`src/rtl/mem_arb_pkg.sv`:
```
// mem_arb_pkg: shared types and constants for the memory port arbiter.
package mem_arb_pkg;

  typedef enum logic [1:0] {
    IDLE   = 2'd0,
    D_XFER = 2'd1,
    I_LO   = 2'd2,
    I_HI   = 2'd3
  } arb_state_e;

  // Fetch beats always move a full halfword.
  localparam logic [1:0]  BE_FULL    = 2'b11;
  // Byte distance from the low to the high opcode half.
  localparam logic [15:0] FETCH_STEP = 16'd2;

endpackage

```
`src/rtl/mem_arb_fetch_buf.sv`:
```
// mem_arb_fetch_buf: opcode half assembly, fetch address register and
// redirect compare. With MEM_ARB_FETCH_REUSE_EN defined it also keeps a
// one-entry reuse buffer tagged with the last delivered fetch address.
module mem_arb_fetch_buf
  import mem_arb_pkg::*;
(
  input  logic        clk,
  input  logic        a_rst,
  input  logic        i_req,
  input  logic [15:0] i_pc,
  input  logic        i_grant,      // fetch granted to the bus this cycle
  input  logic        i_lo_ack,     // low opcode half returned
  input  logic        i_hi_ack,     // high opcode half returned
  input  logic [15:0] i_rdata,
`ifdef MEM_ARB_FETCH_REUSE_EN
  input  logic        i_hit_take,   // fetch served from the reuse entry
  input  logic        i_dwr_grant,  // data write granted this cycle
  input  logic [15:0] i_daddr,
  output logic        o_hit,
`endif
  output logic [15:0] o_pc_hi,
  output logic [31:0] o_opcode,
  output logic        o_rdy
);

  logic [15:0] r_pc_q;
  logic [15:0] r_lo;
  logic [31:0] r_opcode;
  logic        r_rdy;
  logic        w_match;
  logic        w_rdy_d;

  // The core still wants the address we fetched; otherwise it redirected.
  assign w_match  = i_req && (i_pc == r_pc_q);
  assign o_pc_hi  = r_pc_q + FETCH_STEP;
  assign o_opcode = r_opcode;
  assign o_rdy    = r_rdy;

`ifdef MEM_ARB_FETCH_REUSE_EN
  logic        r_valid;
  logic [15:0] r_tag;
  logic [15:0] w_tag_hi;
  logic        w_inval;

  assign w_tag_hi = r_tag + FETCH_STEP;
  assign w_inval  = i_dwr_grant &&
                    ((i_daddr[15:1] == r_tag[15:1]) || (i_daddr[15:1] == w_tag_hi[15:1]));
  assign o_hit    = r_valid && i_req && (i_pc == r_tag);
  assign w_rdy_d  = (i_hi_ack && w_match) || i_hit_take;

  // Reuse entry: filled on each delivered opcode, dropped by writes over either half.
  always_ff @(posedge clk or negedge a_rst) begin
    if (!a_rst) begin
      r_valid <= 1'b0;
      r_tag   <= '0;
    end else if (i_hi_ack && w_match) begin
      r_valid <= 1'b1;
      r_tag   <= r_pc_q;
    end else if (w_inval) begin
      r_valid <= 1'b0;
    end
  end
`else
  assign w_rdy_d = i_hi_ack && w_match;
`endif

  // Fetch address, opcode halves and the one-cycle ready pulse.
  always_ff @(posedge clk or negedge a_rst) begin
    if (!a_rst) begin
      r_pc_q   <= '0;
      r_lo     <= '0;
      r_opcode <= '0;
      r_rdy    <= 1'b0;
    end else begin
      r_rdy <= w_rdy_d;
      if (i_grant) begin
        r_pc_q <= i_pc;
      end
      if (i_lo_ack) begin
        r_lo <= i_rdata;
      end
      // A redirected fetch leaves the previous opcode visible.
      if (i_hi_ack && w_match) begin
        r_opcode <= {i_rdata, r_lo};
      end
    end
  end

endmodule

```
`src/rtl/mem_port_arbiter.sv`:
```
// mem_port_arbiter: shares one 16-bit memory bus between the two-beat opcode
// fetch port and the single-beat data port. Data has priority, limited by a
// streak counter so a pending fetch is served after MAX_D_STREAK data grants.
// Optional feature macro: MEM_ARB_FETCH_REUSE_EN (one-entry opcode reuse).
module mem_port_arbiter
  import mem_arb_pkg::*;
#(
  parameter int unsigned MAX_D_STREAK = 3,
  parameter int unsigned CNT_W        = 2  // 2**CNT_W must exceed MAX_D_STREAK
) (
  input  logic        clk,
  input  logic        a_rst,
  input  logic        i_req,
  input  logic [15:0] i_pc,
  output logic [31:0] i_opcode,
  output logic        i_rdy,
  input  logic        d_assert,
  input  logic        d_cmd,
  input  logic [15:0] d_addr,
  input  logic [15:0] d_wdata,
  input  logic        d_be0,
  input  logic        d_be1,
  output logic [15:0] d_rdata,
  output logic        d_rdy,
  output logic        bus_req,
  output logic        bus_we,
  output logic [15:0] bus_addr,
  output logic [15:0] bus_wdata,
  output logic [1:0]  bus_be,
  input  logic        bus_ack,
  input  logic [15:0] bus_rdata
);

  localparam logic [CNT_W-1:0] MaxStreak = CNT_W'(MAX_D_STREAK);
  localparam logic [CNT_W-1:0] StreakSat = '1;

  arb_state_e       r_state;
  arb_state_e       w_state_d;
  logic [CNT_W-1:0] r_streak;
  logic             r_i_at_grant;
  logic             r_d_rdy;
  logic [15:0]      r_d_rdata;
  logic             r_bus_req;
  logic             r_bus_we;
  logic [15:0]      r_bus_addr;
  logic [15:0]      r_bus_wdata;
  logic [1:0]       r_bus_be;

  logic             w_ack;
  logic             w_block;
  logic             w_d_wins;
  logic             w_hit;
  logic             w_grant_d;
  logic             w_grant_i;
  logic             w_hit_take;
  logic             w_d_ack;
  logic             w_lo_ack;
  logic             w_hi_ack;
  logic [15:0]      w_pc_hi;

  // An ack without an outstanding request is noise from the fabric.
  assign w_ack    = bus_ack && r_bus_req;
  // Requests seen during a ready pulse are the ones just served.
  assign w_block  = r_d_rdy || i_rdy;
  assign w_d_wins = d_assert && (!i_req || (r_streak < MaxStreak));

  assign d_rdy     = r_d_rdy;
  assign d_rdata   = r_d_rdata;
  assign bus_req   = r_bus_req;
  assign bus_we    = r_bus_we;
  assign bus_addr  = r_bus_addr;
  assign bus_wdata = r_bus_wdata;
  assign bus_be    = r_bus_be;

`ifdef MEM_ARB_FETCH_REUSE_EN
  logic w_dwr_grant;
  assign w_dwr_grant = w_grant_d && d_cmd;
`else
  assign w_hit = 1'b0;
`endif

  mem_arb_fetch_buf u_fetch_buf (
    .clk         (clk),
    .a_rst       (a_rst),
    .i_req       (i_req),
    .i_pc        (i_pc),
    .i_grant     (w_grant_i),
    .i_lo_ack    (w_lo_ack),
    .i_hi_ack    (w_hi_ack),
    .i_rdata     (bus_rdata),
`ifdef MEM_ARB_FETCH_REUSE_EN
    .i_hit_take  (w_hit_take),
    .i_dwr_grant (w_dwr_grant),
    .i_daddr     (d_addr),
    .o_hit       (w_hit),
`endif
    .o_pc_hi     (w_pc_hi),
    .o_opcode    (i_opcode),
    .o_rdy       (i_rdy)
  );

  // State register.
  always_ff @(posedge clk or negedge a_rst) begin
    if (!a_rst) begin
      r_state <= IDLE;
    end else begin
      r_state <= w_state_d;
    end
  end

  // Arbitration and transfer sequencing.
  always_comb begin
    w_state_d  = r_state;
    w_grant_d  = 1'b0;
    w_grant_i  = 1'b0;
    w_hit_take = 1'b0;
    w_d_ack    = 1'b0;
    w_lo_ack   = 1'b0;
    w_hi_ack   = 1'b0;
    unique case (r_state)
      IDLE: begin
        if (!w_block) begin
          if (w_d_wins) begin
            w_grant_d = 1'b1;
            w_state_d = D_XFER;
          end else if (i_req) begin
            if (w_hit) begin
              w_hit_take = 1'b1;
            end else begin
              w_grant_i = 1'b1;
              w_state_d = I_LO;
            end
          end
        end
      end
      D_XFER: begin
        if (w_ack) begin
          w_d_ack   = 1'b1;
          w_state_d = IDLE;
        end
      end
      I_LO: begin
        if (w_ack) begin
          w_lo_ack  = 1'b1;
          w_state_d = I_HI;
        end
      end
      I_HI: begin
        if (w_ack) begin
          w_hi_ack  = 1'b1;
          w_state_d = IDLE;
        end
      end
      default: w_state_d = IDLE;
    endcase
  end

  // Registered bus command; request is held across both fetch beats.
  always_ff @(posedge clk or negedge a_rst) begin
    if (!a_rst) begin
      r_bus_req   <= 1'b0;
      r_bus_we    <= 1'b0;
      r_bus_addr  <= '0;
      r_bus_wdata <= '0;
      r_bus_be    <= '0;
    end else if (w_grant_d) begin
      r_bus_req   <= 1'b1;
      r_bus_we    <= d_cmd;
      r_bus_addr  <= d_addr;
      r_bus_wdata <= d_wdata;
      r_bus_be    <= {d_be1, d_be0};
    end else if (w_grant_i) begin
      r_bus_req   <= 1'b1;
      r_bus_we    <= 1'b0;
      r_bus_addr  <= i_pc;
      r_bus_be    <= BE_FULL;
    end else if (w_lo_ack) begin
      r_bus_addr  <= w_pc_hi;
    end else if (w_d_ack || w_hi_ack) begin
      r_bus_req   <= 1'b0;
    end
  end

  // Data completion, read data capture and the data streak counter.
  always_ff @(posedge clk or negedge a_rst) begin
    if (!a_rst) begin
      r_d_rdy      <= 1'b0;
      r_d_rdata    <= '0;
      r_i_at_grant <= 1'b0;
      r_streak     <= '0;
    end else begin
      r_d_rdy <= w_d_ack;
      if (w_d_ack && !r_bus_we) begin
        r_d_rdata <= bus_rdata;
      end
      if (w_grant_d) begin
        r_i_at_grant <= i_req;
      end
      if (w_d_ack) begin
        if (!r_i_at_grant) begin
          r_streak <= '0;
        end else if (r_streak != StreakSat) begin
          r_streak <= r_streak + 1'b1;
        end
      end else if (w_hi_ack || w_hit_take) begin
        r_streak <= '0;
      end
    end
  end

endmodule

```
`config.mk`:
```
export PLATFORM = sky130hd
export DESIGN_NAME = mem_port_arbiter
export DESIGN_NICKNAME = d
export VERILOG_FILES = /design/src/rtl/mem_arb_pkg.sv /design/src/rtl/mem_arb_fetch_buf.sv /design/src/rtl/mem_port_arbiter.sv
export SDC_FILE = /design/constraint.sdc
export NUM_CORES = 1
export LEC_CHECK = 0
export ABC_CLOCK_PERIOD_IN_PS = 2900
export CORE_UTILIZATION = 45
export DETAILED_ROUTE_END_ITERATION = 12
export GPL_TIMING_DRIVEN = 1
export HOLD_SLACK_MARGIN = 0.15
export PLACE_DENSITY = 0.76
export SYNTH_ARGS = -nofsm -noshare
export SYNTH_HDL_FRONTEND = slang
export SYNTH_SLANG_ARGS = --single-unit
```
`constraint.sdc`:
```
create_clock -name clk -period 2.9 [get_ports clk]
set_clock_uncertainty 0.15 [all_clocks]
set_input_delay 0.58 -clock clk [delete_from_list [all_inputs] [get_ports clk]]
set_output_delay 0.58 -clock clk [all_outputs]
set_load 0.03 [all_outputs]
```
==> summary.txt <==
outcome -> complete, but fails checks
failing checks -> DRC
# Cells Yosys -> 522
worst vdd ir -> 0.565 mV
r2r setup slk -> 0.46 ns
dominant kind of combinational cell -> simple AND/OR/NAND/NOR gates
max_cap viols -> 0
gr usage total -> 0.254
Leak -> 3.63 nW
Register Area -> 3080 sq um
worst hold start -> u_fetch_buf.r_lo[14]
top cells, area -> dfrtp_1 57%, nand2_1 11%, mux2_2 9.8%
Final Hold Fails -> 0
area reported by Yosys stat -> 5420 sq um
dpl cells -> 821
Finished Layout Cells -> 854
Final Max Slew Viols -> 0
period utilisation layout -> 0.900
Post-synth seq share -> 0.568
Final min period -> 2.61 ns
remaining antenna violation count -> 0
synthesized cell area -> 5420 sq um
Worst Hold Slack -> 0.322 ns
first-pass GRT wire length -> 24.6 mm
reg-to-reg endpoint -> u_fetch_buf.o_opcode[13]
area fraction of the dominant cell type after synthesis -> 0.568
dominant logic cell type in the layout -> nand2_1
number of cell rows -> 39
die width -> 112 um
Max clock buf depth -> 2
mux share -> 0.0997
GRT Residual Overflow -> 0
CP Capture Point -> u_fetch_buf.o_opcode[13]
most numerous logic cells after layout -> 163 x nand2_1, 156 x clkdlybuf4s50_1, 123 x dfrtp_1
vias in the first global route -> 4,871
fin util -> 0.681
port bufs -> 157
Synth flops -> 123
Gate Count Post-Synth -> 522
CTS tree -> done
worst path required time -> 3.03 ns
worst r2r path cells -> 5
fmax -> 0.383 GHz
relative slew slack -> 0.555
pin count of the biggest net entering global routing -> 48
Critical R2R Launch -> u_fetch_buf.r_pc_q[1]
filler cell count -> 883
Synth Area in Simple Gates -> 0.175
RSZ-0062 raised after global routing -> false
IO Pins -> 158
Residual DRC -> 6
Synth warnings -> 0
largest area contributor in the netlist -> dfrtp_1
Die Span Y -> 112 um
DP Wirelength -> 10.6 mm
CTS HTree Levels -> 4
Cell Type Count -> 44
syn_area_per_cell -> 10.4 sq um
CP endpoint kind -> flip-flop
Die ar. -> 12,500 sq um
Final Wtd Congestion -> 0.944
core area -> 11,600 sq um
Clock transition at path regs -> 0.05 ns
xor+xnor area frac -> 0.0453
worst setup path class -> in2reg
adder share -> 0.00462
Net Count, Synth -> 596
layout cells sized above 1 -> 0.155
Root Buffer -> clkbuf_16
Final #Nets -> 772
Crit Path Max Fanout -> 32
CP Launch Type -> primary input
Compound Share, Synth -> 0.0806
Worst-Margin Slew -> 0.661 ns
clk latency late pin -> 0.41 ns
Vias per Instance -> 5.40
initial DRC count -> 345
routed wire length per instance -> 17.4 um
logic area -> 2200 sq um
Final Setup Violations -> 0
CP startpoint -> bus_ack
tool warnings -> 26
power per cell area -> 1030 nW/um^2
Worst Hold Class -> reg2reg
initial antenna violation count -> 0
CP Data Arrival Time -> 2.74 ns
drt pass-1 iters -> 12
area grow syn2layout -> 45.2%
Initial Util -> 0.469
Diodes inserted -> 0
where the power goes:
part           switching (mW)  internal [mW]
Clock                   0.779           1.32
Combinational            1.85           1.39
Sequential              0.464           2.31
Total                    3.09           5.02
synthesized netlist by cell type (all sizes together):
master  number
a21boi       1
a21o         4
a21oi       14
a221oi       1
a222oi       1
a22o         2
a22oi        2
a31oi        3
a32o         1
a32oi        1
and3         1
buf          9
clkbuf      16
dfrtp      123
ha           2
inv          5
mux2        48
nand2      163
nand2b       3
nand3       15
nand3b       1
nand4        3
nand4b       1
nor2        15
nor3        10
nor4         7
nor4b        1
o211ai       1
o21a         1
o21ai       21
o221a        1
o22a         4
o22ai       10
o31ai        1
or4          1
or4b         1
xnor2        8
xor2        20
layer usage:
metal	track usage	wire length, um	vias to the layer above
met5	0	0	-
met4	0.0973	265	0
met3	0.0751	1190	20
met2	0.416	7340	204
met1	0.318	6060	2253
li1	-	-	2138
timing repair:
item,CTS,global route
setup buffers,0,0
resized,0,0
hold endpoints to repair,38,0
hold buffers,1,0
worst max-delay path, cell delays in order:
cell and delay (ns):
clkdlybuf4s50_1 0.51, nand3_1 0.15, or4b_1 0.60, nor3_4 0.27, buf_12 0.24, mux2_2 0.37
flip-flops by register name, summed over array words and instances, names as in the netlist:
name	cells
bus_addr	16
bus_be	2
bus_req	1
bus_wdata	16
bus_we	1
d_rdata	16
d_rdy	1
r_i_at_grant	1
r_state	2
r_streak	2
u_fetch_buf.o_opcode	32
u_fetch_buf.o_rdy	1
u_fetch_buf.r_lo	16
u_fetch_buf.r_pc_q	16
kinds of logic after synthesis:
family / Yosys count
simple gates: 222
fa+ha+maj: 2
mux: 48
flops: 123
xor+xnor: 28
buf+inv: 30
compound gates: 69
layout make-up:
| cell class | instances | share of cell area |
|---|---|---|
| clock buffer | 20 | 0.0580 |
| clock inverter | 12 | 0.0178 |
| inverter | 5 | 0.00238 |
| multi-input combinational | 369 | 0.280 |
| sequential | 123 | 0.391 |
| tap | 143 | 0.0227 |
| timing repair buffer | 182 | 0.228 |
how the worst min path moves through the flow:
stage / end / slack [ns] / cells after the start
finish: u_fetch_buf.r_lo[14] / 0.32 / 2
CTS: u_fetch_buf.r_lo[4] / 0.32 / 2
detailed placement: u_fetch_buf.r_lo[15] / 0.31 / 2
floorplan: bus_addr[0] / 0.13 / 0
global placement: u_fetch_buf.r_lo[8] / 0.30 / 2
global route: u_fetch_buf.r_lo[12] / 0.35 / 2
through the flow:
step	power (mW)	setup TNS (ns)	worst slack (ns)	area (sq um)
6_report	8.11	0	0.290	7870
5_1_grt	8.55	0	0.229	7870
4_1_cts	8.15	0	0.317	7870
3_5_place_dp	6.00	-2.50	-0.0892	7260
3_3_place_gp	5.87	-2.09	-0.0672	7260
2_1_floorplan	4.61	0	0.546	5420
layer_met4.png
Bar = 20 um. Cells faint in the background.
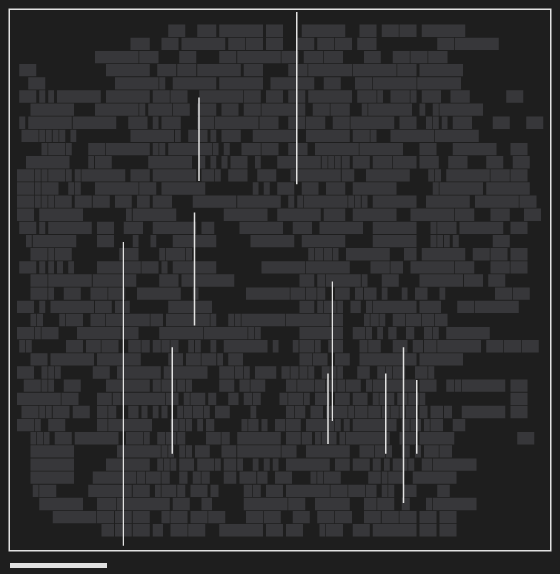
- share of all routed wire: 1.8%
- main direction: vertical
- nets with wire on the layer: 9
vias: 4,615
Routed WL: 14.8 mm

sizes.png
Bar = 20 um.
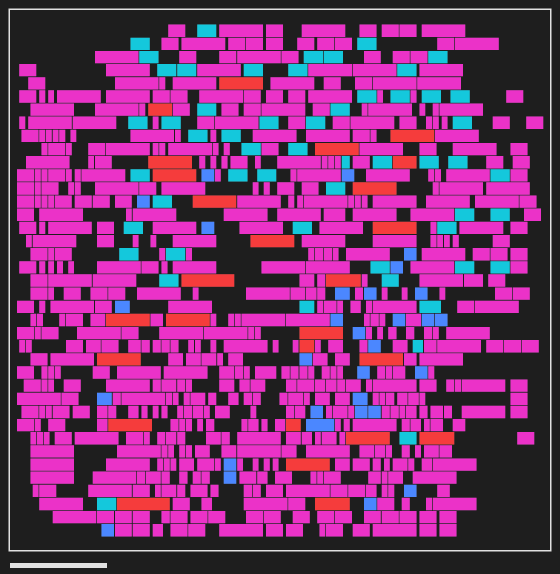
- _2 cells: cyan (cells 54; share 7.6%)
- _0 and _1 cells: magenta (cells 601; share 85%)
- _6 and larger: red (cells 26; share 3.7%)
- _3 and _4 cells: blue (cells 30; share 4.2%)

layer_met2.png
Cells faint in the background.
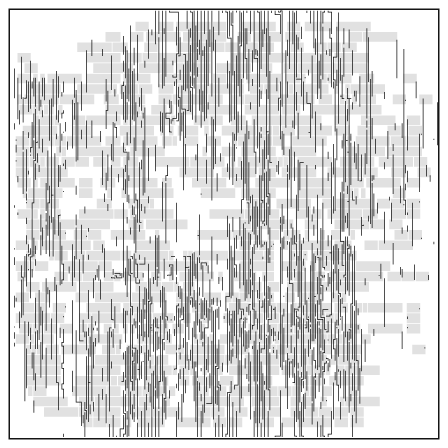
- share of all routed wire: 49%
- nets with wire on the layer: 677
- wire length on this layer: 7,340 um

wires.png
Two of the layers only.
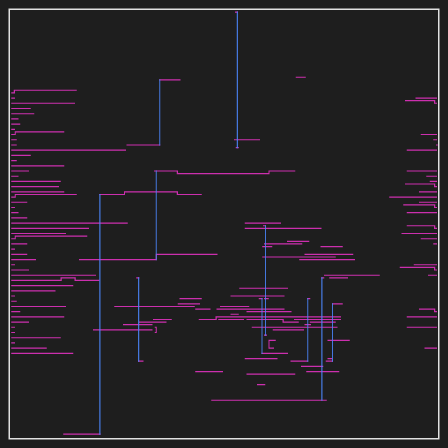
- metal 4: blue (wire length 266 um)
- metal 3: magenta (wire length 1,190 um)

clocks.png
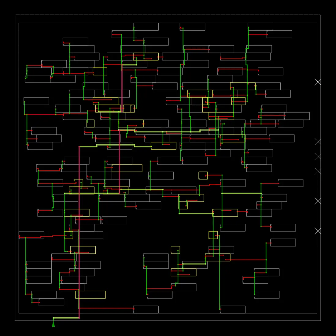
clock buf count: 20
CTS Buf Count: 17
CTS Sinks: 123

Power figures rest on the tool's default switching activity, not on a simulated workload.
